Run 1, routing congestion:
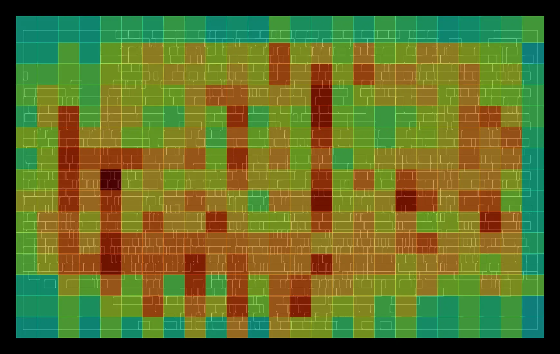
Run 1, layout detail:
Bar = 10 um. Region (110, 6) to (150, 46) um. Cells in gray, sequential cells in the stronger gray; small squares are vias.
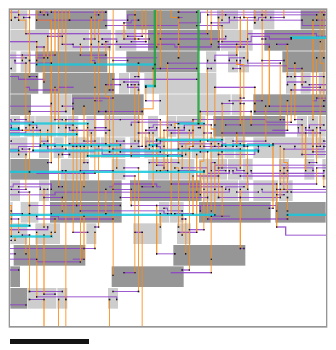
Run 1, gate-type map:
Bar = 50 um.
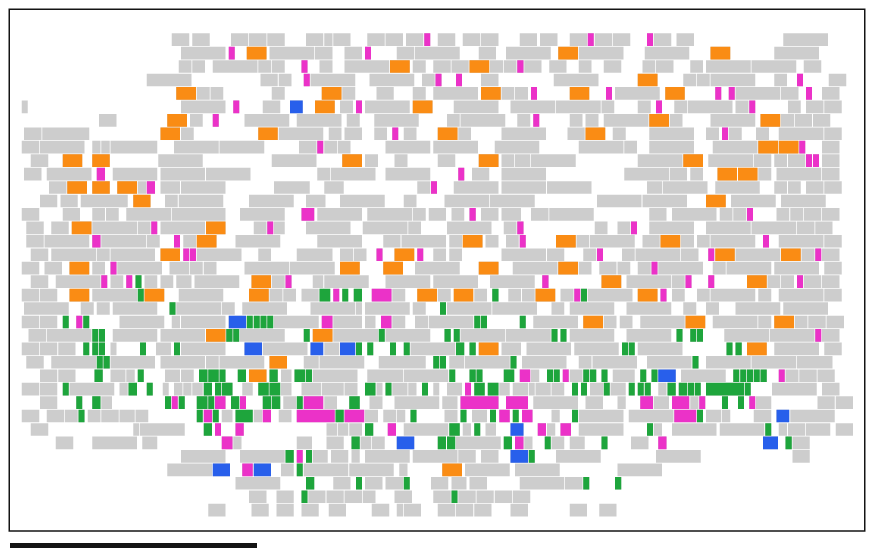
Run 1, met1 routing:
Bar = 50 um. Supply wires on this layer in gray.
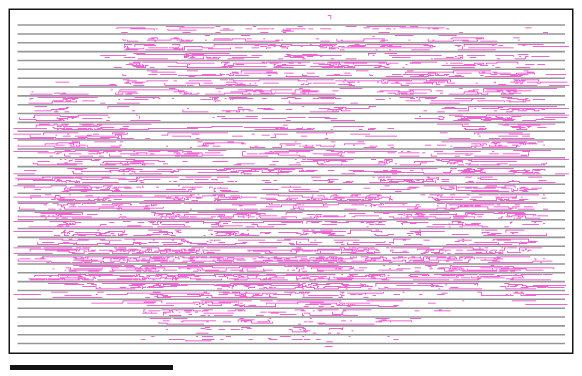
===== src/rtl/fetch_pkg.sv =====
// Shared types and constants for the instruction fetch stage.
//   NOP_INSTR    : canonical RV32 NOP (addi x0, x0, 0) used for bubbles
//   fetchState_t : request-tracking state (IDLE / WAIT / STALE)
//   ifId_t       : contents of the IF/ID pipeline register
//   alignWord    : forces an address onto a 32-bit word boundary
package fetch_pkg;

    localparam logic [31:0] NOP_INSTR = 32'h0000_0013;

    typedef enum logic [1:0] {
        IDLE  = 2'd0,   // no request outstanding
        WAIT  = 2'd1,   // one request outstanding, response wanted
        STALE = 2'd2    // one request outstanding, response to be dropped
    } fetchState_t;

    typedef struct packed {
        logic [31:0] pc;
        logic [31:0] instr;
        logic        valid;
    } ifId_t;

    function automatic logic [31:0] alignWord(input logic [31:0] addr);
        return {addr[31:2], 2'b00};
    endfunction

endpackage


===== src/rtl/fetch_buffer.sv =====
// One-entry holding register for a fetched instruction that IF/ID could not
// accept in the cycle it arrived.
//   clk, rst_n          : clock, asynchronous active-low reset
//   load                : capture {loadPc, loadInstr}
//   clear               : discard the entry (redirect); wins over load/drain
//   drain               : entry consumed this cycle
//   loadPc, loadInstr   : entry to capture
//   bufValid            : entry present
//   bufPc, bufInstr     : held entry
module fetch_buffer (
    input  logic        clk,
    input  logic        rst_n,
    input  logic        load,
    input  logic        clear,
    input  logic        drain,
    input  logic [31:0] loadPc,
    input  logic [31:0] loadInstr,
    output logic        bufValid,
    output logic [31:0] bufPc,
    output logic [31:0] bufInstr
);

    always_ff @(posedge clk or negedge rst_n) begin
        if (!rst_n) begin
            bufValid <= 1'b0;
            bufPc    <= '0;
            bufInstr <= '0;
        end else if (clear) begin
            bufValid <= 1'b0;
        end else if (load) begin
            bufValid <= 1'b1;
            bufPc    <= loadPc;
            bufInstr <= loadInstr;
        end else if (drain) begin
            bufValid <= 1'b0;
        end
    end

endmodule


===== src/rtl/instruction_fetch_unit.sv =====
// Fetch stage of the pipelined RV32 core. Owns the PC, issues single-word
// requests over a valid/ready handshake, buffers one response and drives
// the IF/ID pipeline register under hazard-unit control.
//   clk, rst_n                       : clock, asynchronous active-low reset
//   pc_write                         : 0 blocks new requests (load-use stall)
//   if_id_write                      : 0 holds IF/ID
//   if_flush                         : loads a bubble into IF/ID
//   pc_src, branch_target            : redirect and its target
//   imem_req_valid/addr/ready        : instruction memory request channel
//   imem_rsp_valid/data              : instruction memory response strobe
//   if_id_pc/instr/valid             : IF/ID pipeline register
module instruction_fetch_unit
    import fetch_pkg::*;
#(
    parameter logic [31:0] RESET_PC = 32'h0000_0000
) (
    input  logic        clk,
    input  logic        rst_n,
    input  logic        pc_write,
    input  logic        if_id_write,
    input  logic        if_flush,
    input  logic        pc_src,
    input  logic [31:0] branch_target,
    output logic        imem_req_valid,
    output logic [31:0] imem_req_addr,
    input  logic        imem_req_ready,
    input  logic        imem_rsp_valid,
    input  logic [31:0] imem_rsp_data,
    output logic [31:0] if_id_pc,
    output logic [31:0] if_id_instr,
    output logic        if_id_valid
);

    fetchState_t state, stateNext;
    logic [31:0] fetchPc;
    logic [31:0] reqPc;
    ifId_t       ifIdReg, ifIdNext;

    logic        bufValid;
    logic [31:0] bufPc;
    logic [31:0] bufInstr;
    logic        bufLoad, bufClear, bufDrain;

    logic        liveRsp;
    logic        ifIdAdvance;
    logic        slotFree;
    logic        issueWindow;
    logic        accept;

    // A response is only live when it belongs to the current stream; a
    // redirect in the same cycle drops it.
    assign liveRsp     = (state == WAIT) && imem_rsp_valid && !pc_src;

    // Whatever is presented to IF/ID leaves the stage this cycle: either it
    // is written, or a flush discards it.
    assign ifIdAdvance = if_id_write || if_flush;

    // Issuing only when the buffer will be empty at the end of the cycle
    // keeps the invariant "request outstanding => buffer empty", so a
    // returning response always has somewhere to go.
    assign slotFree    = ifIdAdvance || !(bufValid || liveRsp);
    assign issueWindow = (state == IDLE) || ((state == WAIT) && imem_rsp_valid);

    assign imem_req_valid = issueWindow && pc_write && !pc_src && slotFree;
    assign imem_req_addr  = fetchPc;
    assign accept         = imem_req_valid && imem_req_ready;

    assign bufLoad  = liveRsp && !ifIdAdvance;
    assign bufClear = pc_src;
    assign bufDrain = bufValid && ifIdAdvance;

    fetch_buffer uBuffer (
        .clk       (clk),
        .rst_n     (rst_n),
        .load      (bufLoad),
        .clear     (bufClear),
        .drain     (bufDrain),
        .loadPc    (reqPc),
        .loadInstr (imem_rsp_data),
        .bufValid  (bufValid),
        .bufPc     (bufPc),
        .bufInstr  (bufInstr)
    );

    always_comb begin
        stateNext = state;
        case (state)
            IDLE: begin
                if (accept) begin
                    stateNext = pc_src ? STALE : WAIT;
                end
            end
            WAIT: begin
                if (imem_rsp_valid) begin
                    stateNext = accept ? WAIT : IDLE;
                end else if (pc_src) begin
                    stateNext = STALE;
                end
            end
            STALE: begin
                if (imem_rsp_valid) begin
                    stateNext = IDLE;
                end
            end
            default: stateNext = IDLE;
        endcase
    end

    always_comb begin
        ifIdNext = ifIdReg;
        if (if_flush) begin
            ifIdNext = '{pc: '0, instr: NOP_INSTR, valid: 1'b0};
        end else if (!if_id_write) begin
            ifIdNext = ifIdReg;
        end else if (bufValid) begin
            ifIdNext = '{pc: bufPc, instr: bufInstr, valid: 1'b1};
        end else if (liveRsp) begin
            ifIdNext = '{pc: reqPc, instr: imem_rsp_data, valid: 1'b1};
        end else begin
            ifIdNext = '{pc: '0, instr: NOP_INSTR, valid: 1'b0};
        end
    end

    always_ff @(posedge clk or negedge rst_n) begin
        if (!rst_n) begin
            state   <= IDLE;
            fetchPc <= RESET_PC;
            reqPc   <= RESET_PC;
            ifIdReg <= '{pc: '0, instr: NOP_INSTR, valid: 1'b0};
        end else begin
            state   <= stateNext;
            ifIdReg <= ifIdNext;
            if (accept) begin
                reqPc <= fetchPc;
            end
            if (pc_src) begin
                fetchPc <= alignWord(branch_target);
            end else if (accept) begin
                fetchPc <= fetchPc + 32'd4;
            end
        end
    end

    assign if_id_pc    = ifIdReg.pc;
    assign if_id_instr = ifIdReg.instr;
    assign if_id_valid = ifIdReg.valid;

endmodule


===== config.mk =====
export PLATFORM = sky130hd
export DESIGN_NAME = instruction_fetch_unit
export DESIGN_NICKNAME = d
export VERILOG_FILES = /design/src/rtl/fetch_pkg.sv /design/src/rtl/fetch_buffer.sv /design/src/rtl/instruction_fetch_unit.sv
export SDC_FILE = /design/constraint.sdc
export NUM_CORES = 1
export LEC_CHECK = 0
export CORE_ASPECT_RATIO = 0.6
export CORE_MARGIN = 2
export CORE_UTILIZATION = 50
export CTS_CLUSTER_SIZE = 8
export DETAILED_ROUTE_END_ITERATION = 8
export PLACE_DENSITY = 0.88
export SLEW_MARGIN = 10
export SYNTH_ARGS = -nofsm -noshare
export SYNTH_HDL_FRONTEND = slang
export SYNTH_SLANG_ARGS = --single-unit

===== constraint.sdc =====
create_clock -name clk -period 3.1 [get_ports clk]
set_input_delay 0.465 -clock clk [delete_from_list [all_inputs] [get_ports clk]]
set_output_delay 0.465 -clock clk [all_outputs]
set_load 0.01 [all_outputs]

==> results.yml, run 1 <==
# yosys + openroad results
timing:
  setup_viol: 0
  tns_ns: 0
  fin_skew_ns: 0.0136
  worst_pin_slew_ns: 0.754
  rsz0062_at_grt: "no"
  hold_ws_ns: 0.0641
synth:
  avgSynthCellArea_um2: 10.9
  synthCells: 785
  yosysMostFrequentCell: "dfrtp_1"
  yosys_warnings: 0
  synth_chip_area_um2: 8550
  ys.flops: 189
  flop_cell: "dfrtp_1"
  synthMuxAreaShare: 0.0902
  synth_xor_xnor_area_share: 0.00820
  yosys-top-cells-area: "dfrtp_1 54%, mux2_2 8.4%, a22oi_1 5.5%"
  top_cell_area_share: 0.544
  synthAdderAreaFrac: 0.00146
clocking:
  root_buffer: "clkbuf_16"
  cts_hold_buf: 0
  post_cts_buffers: 0
  clk-insertion-delay-late_ns: 0.42
  cts_resized: 0
  cts_tree: "built"
final_layout:
  nNonClkInverters: 7
  ff_count: 189
  fillers: 1261
  largest_class: "flip-flops and latches"
  area_growth_pct: 28.2
  flop_area_um2: 4730
  nets: 1001
  num_antenna_cells: 0
  final_util: 0.665
  signal_buffers: 188
power_and_ir_drop:
  clk-power_mw: 2.21
  switching_share: 0.278
  switchingPower_mw: 1.63
  finalPower_mw: 5.86
  p_comb_frac: 0.127
  p_seq_frac: 0.496
floorplan:
  chip_area_um2: 18200
  die_width_um: 173
  rows: 36
  coreArea_um2: 16500
outcome:
  status: "finished, final reports clean"
worst_setup_path:
  cp-end-kind: "primary output"
  rrSetupSlack_ns: 0.98
  arrival_ns: 2.03
  rr_startpoint: "imem_req_addr[2]"
  cp.required_ns: 2.63
  endpoint: "imem_req_valid"
  critical_path.max_fanout: 6
place:
  dp_hpwl_um: 14800
  post_dp_cell_area_um2: 10400
  pre_cts_ws_ns: 0.541
worst_hold_path:
  hold_class: "primary input to asynchronous set/reset pin"
global_routing:
  grt_usage: 0.250
  met3_usage: 0.0483
route:
  vias_per_cell: 5.98
  initialDrtViolationCount: 721
  wire_per_inst_um: 19.1
Notes on 'routing congestion' above:
GRT met1 Usage: 0.363
met2 usage: 0.386
global routing's busiest layer: met2

Notes on 'layout detail' above:
- M3: cyan
- M4: green
- M2: orange
- M1: purple
- cells with their middle in the window: 96
- most frequent: nand2_1 (36), dfrtp_1 (20)
- sequential cells in the window: 20
- netlist names of flops here include: `reqPc` (8), `imem_req_addr` (7), `uBuffer.bufPc` (3)

Notes on 'gate-type map' above:
- nor cells: magenta (cells 98; where spread over the die)
- mux cells: orange (cells 69)
- nand cells: green (cells 150)
- non-inverting ao/oa cells: blue (cells 13)
Comb/total area: 0.314
non-filler instance count after layout: 1169

Notes on 'met1 routing' above:
- share of all routed wire: 45%
- main direction: horizontal
via count: 6995
final WL: 22400 um

run 1: layout by cell type (no fill, tap or decap), types with 12 or more instances in the layout:
cell type | synthesis | routed
o21ai_0 | 16 | 16
nand2_1 | 112 | 112
dfrtp_1 | 186 | 185
a22oi_1 | 63 | 63
clkbuf_16 | 0 | 17
a211oi_1 | 61 | 61
buf_4 | 4 | 20
nand4_1 | 12 | 12
mux2_2 | 64 | 64
clkdlybuf4s50_1 | 0 | 162
nor2_1 | 70 | 69
nand3_1 | 23 | 23
run 1: worst max-delay path: stages:
cell             delay, ns
clkdlybuf4s50_1       0.50
nor2b_1               0.28
o22ai_2               0.11
and3_1                0.20
clkdlybuf4s50_1       0.47
run 1: per-layer routing:
metal,wire (um),up-vias
met3,1820,20
met5,0,-
met1,10100,3497
met4,205,0
li1,-,3135
met2,10300,343
==> inputs of run 2 (changes only) <==
==> constraint.sdc (replaced) <==
create_clock -name clk -period 2.6 [get_ports clk]
set_input_delay 0.39 -clock clk [delete_from_list [all_inputs] [get_ports clk]]
set_output_delay 0.39 -clock clk [all_outputs]
set_load 0.01 [all_outputs]
Run 2, routing congestion:
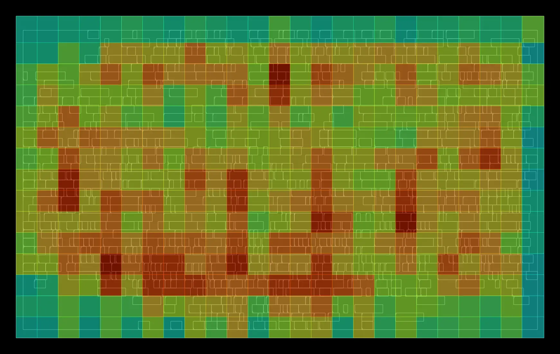
GRT met1 Usage: 0.368
Global Route Usage Sum: 0.248
Routed WL per cell: 18.7 um
Core Util, Final: 0.669

Run 2, met1 routing:
Bar = 50 um. Supply wires on this layer in gray.
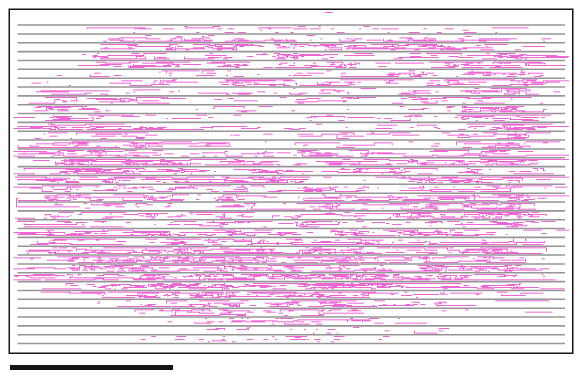
- nets with wire on the layer: 879
- main direction: horizontal
- longest straight run: 35.9 um
via count: 6954
final WL: 21900 um

==> run 2 against run 1 <==
Worst hold slack improved by 0.33 ns. Die size unchanged. Combinational power increased by 19%.
==> results.yml, run 2 <==
# yosys + openroad results
final_layout:
  final_common_cell: "dfrtp_1"
  lay_top_cells: "185 x dfrtp_1, 162 x clkdlybuf4s50_1, 112 x nand2_1"
  stdcell_count: 1172
  num_antenna_cells: 0
  fin_area_um2: 11000
  area_growth_pct: 29.0
  nets: 1004
global_routing:
  antenna_found_initial: 1
floorplan:
  die_width_um: 173
  coreArea_um2: 16500
  chip_area_um2: 18200
  fp.dieH_um: 105
  rows: 36
place:
  pre_cts_ws_ns: 0.245
  dp_hpwl_um: 14700
  port_buffers: 165
  post_dp_cell_area_um2: 10400
timing:
  rsz0062_at_grt: "no"
  setup_viol: 0
  fin_skew_ns: 0.0155
  tns_ns: 0
  worst_pin_slew_ns: 0.807
  hold_ws_ns: 0.393
synth:
  synth_xor_xnor_area_share: 0.00820
  yosys-top-cells-area: "dfrtp_1 54%, mux2_2 8.4%, a22oi_1 5.5%"
  flop_cell: "dfrtp_1"
  ys_async_sr_fraction: 1.00
  ys.flops: 189
  synthMuxAreaShare: 0.0902
  ys_sh_aoi: 0.157
  synth_chip_area_um2: 8550
  synthAdderAreaFrac: 0.00146
  yosysMostFrequentCell: "dfrtp_1"
  synthCells: 785
  yosys_warnings: 0
  top_cell_area_share: 0.544
  avgSynthCellArea_um2: 10.9
  yosysCellCount: 785
  synth_seq_share: 0.554
route:
  initialDrtViolationCount: 694
  drc: 0
  ant_nets: 0
  vias_per_cell: 5.93
  first_pass_iters: 5
power_and_ir_drop:
  powerSeq_mw: 3.46
  switching_share: 0.271
  clk-power_mw: 2.75
  switchingPower_mw: 1.92
  p_seq_frac: 0.488
  p_comb_frac: 0.125
  ir_drop_v: 0.000491
  finalPower_mw: 7.09
clocking:
  cts_resized: 0
  cts_tree: "built"
  cts_hold_buf: 1
  clk-insertion-delay-late_ns: 0.43
  root_buffer: "clkbuf_16"
  post_cts_buffers: 0
  clock_sinks: 189
worst_setup_path:
  cp.required_ns: 2.21
  rrSetupSlack_ns: 0.50
  cp-end-kind: "primary output"
  arrival_ns: 2.07
  rr_startpoint: "imem_req_addr[2]"
  rr_endpoint: "imem_req_addr[16]"
  critical_path.max_fanout: 9
  endpoint: "imem_req_valid"
outcome:
  status: "finished, final reports clean"
worst_hold_path:
  hold_class: "primary input to flop"
[run 2: cell counts after synthesis]
No cell type changed its count.
[run 2: routing by layer]
layer,part of all wire,global-route usage,routed length [um]
met5,0.00055,0,12
met4,0.013,0.0678,294
met3,0.076,0.0516,1670
met2,0.45,0.370,9890
met1,0.46,0.368,10000
[run 2: critical path: stages (launching register included)]
cell,delay (ns)
dfrtp_1,0.53
nor2b_1,0.31
o22ai_2,0.12
and3_1,0.22
clkdlybuf4s50_1,0.48
[run 2: area by class of cell]
class / count / area (um2)
Sequential cell: 189 / 4730
Multi-Input combinational cell: 525 / 3440
Inverter: 7 / 26.3
Clock buffer: 18 / 439
Tap cell: 228 / 285
Fill cell: 1289 / 5460
Clock inverter: 14 / 193
Timing Repair Buffer: 191 / 1910
No activity file was given, so power comes from the tool's default toggle rates.
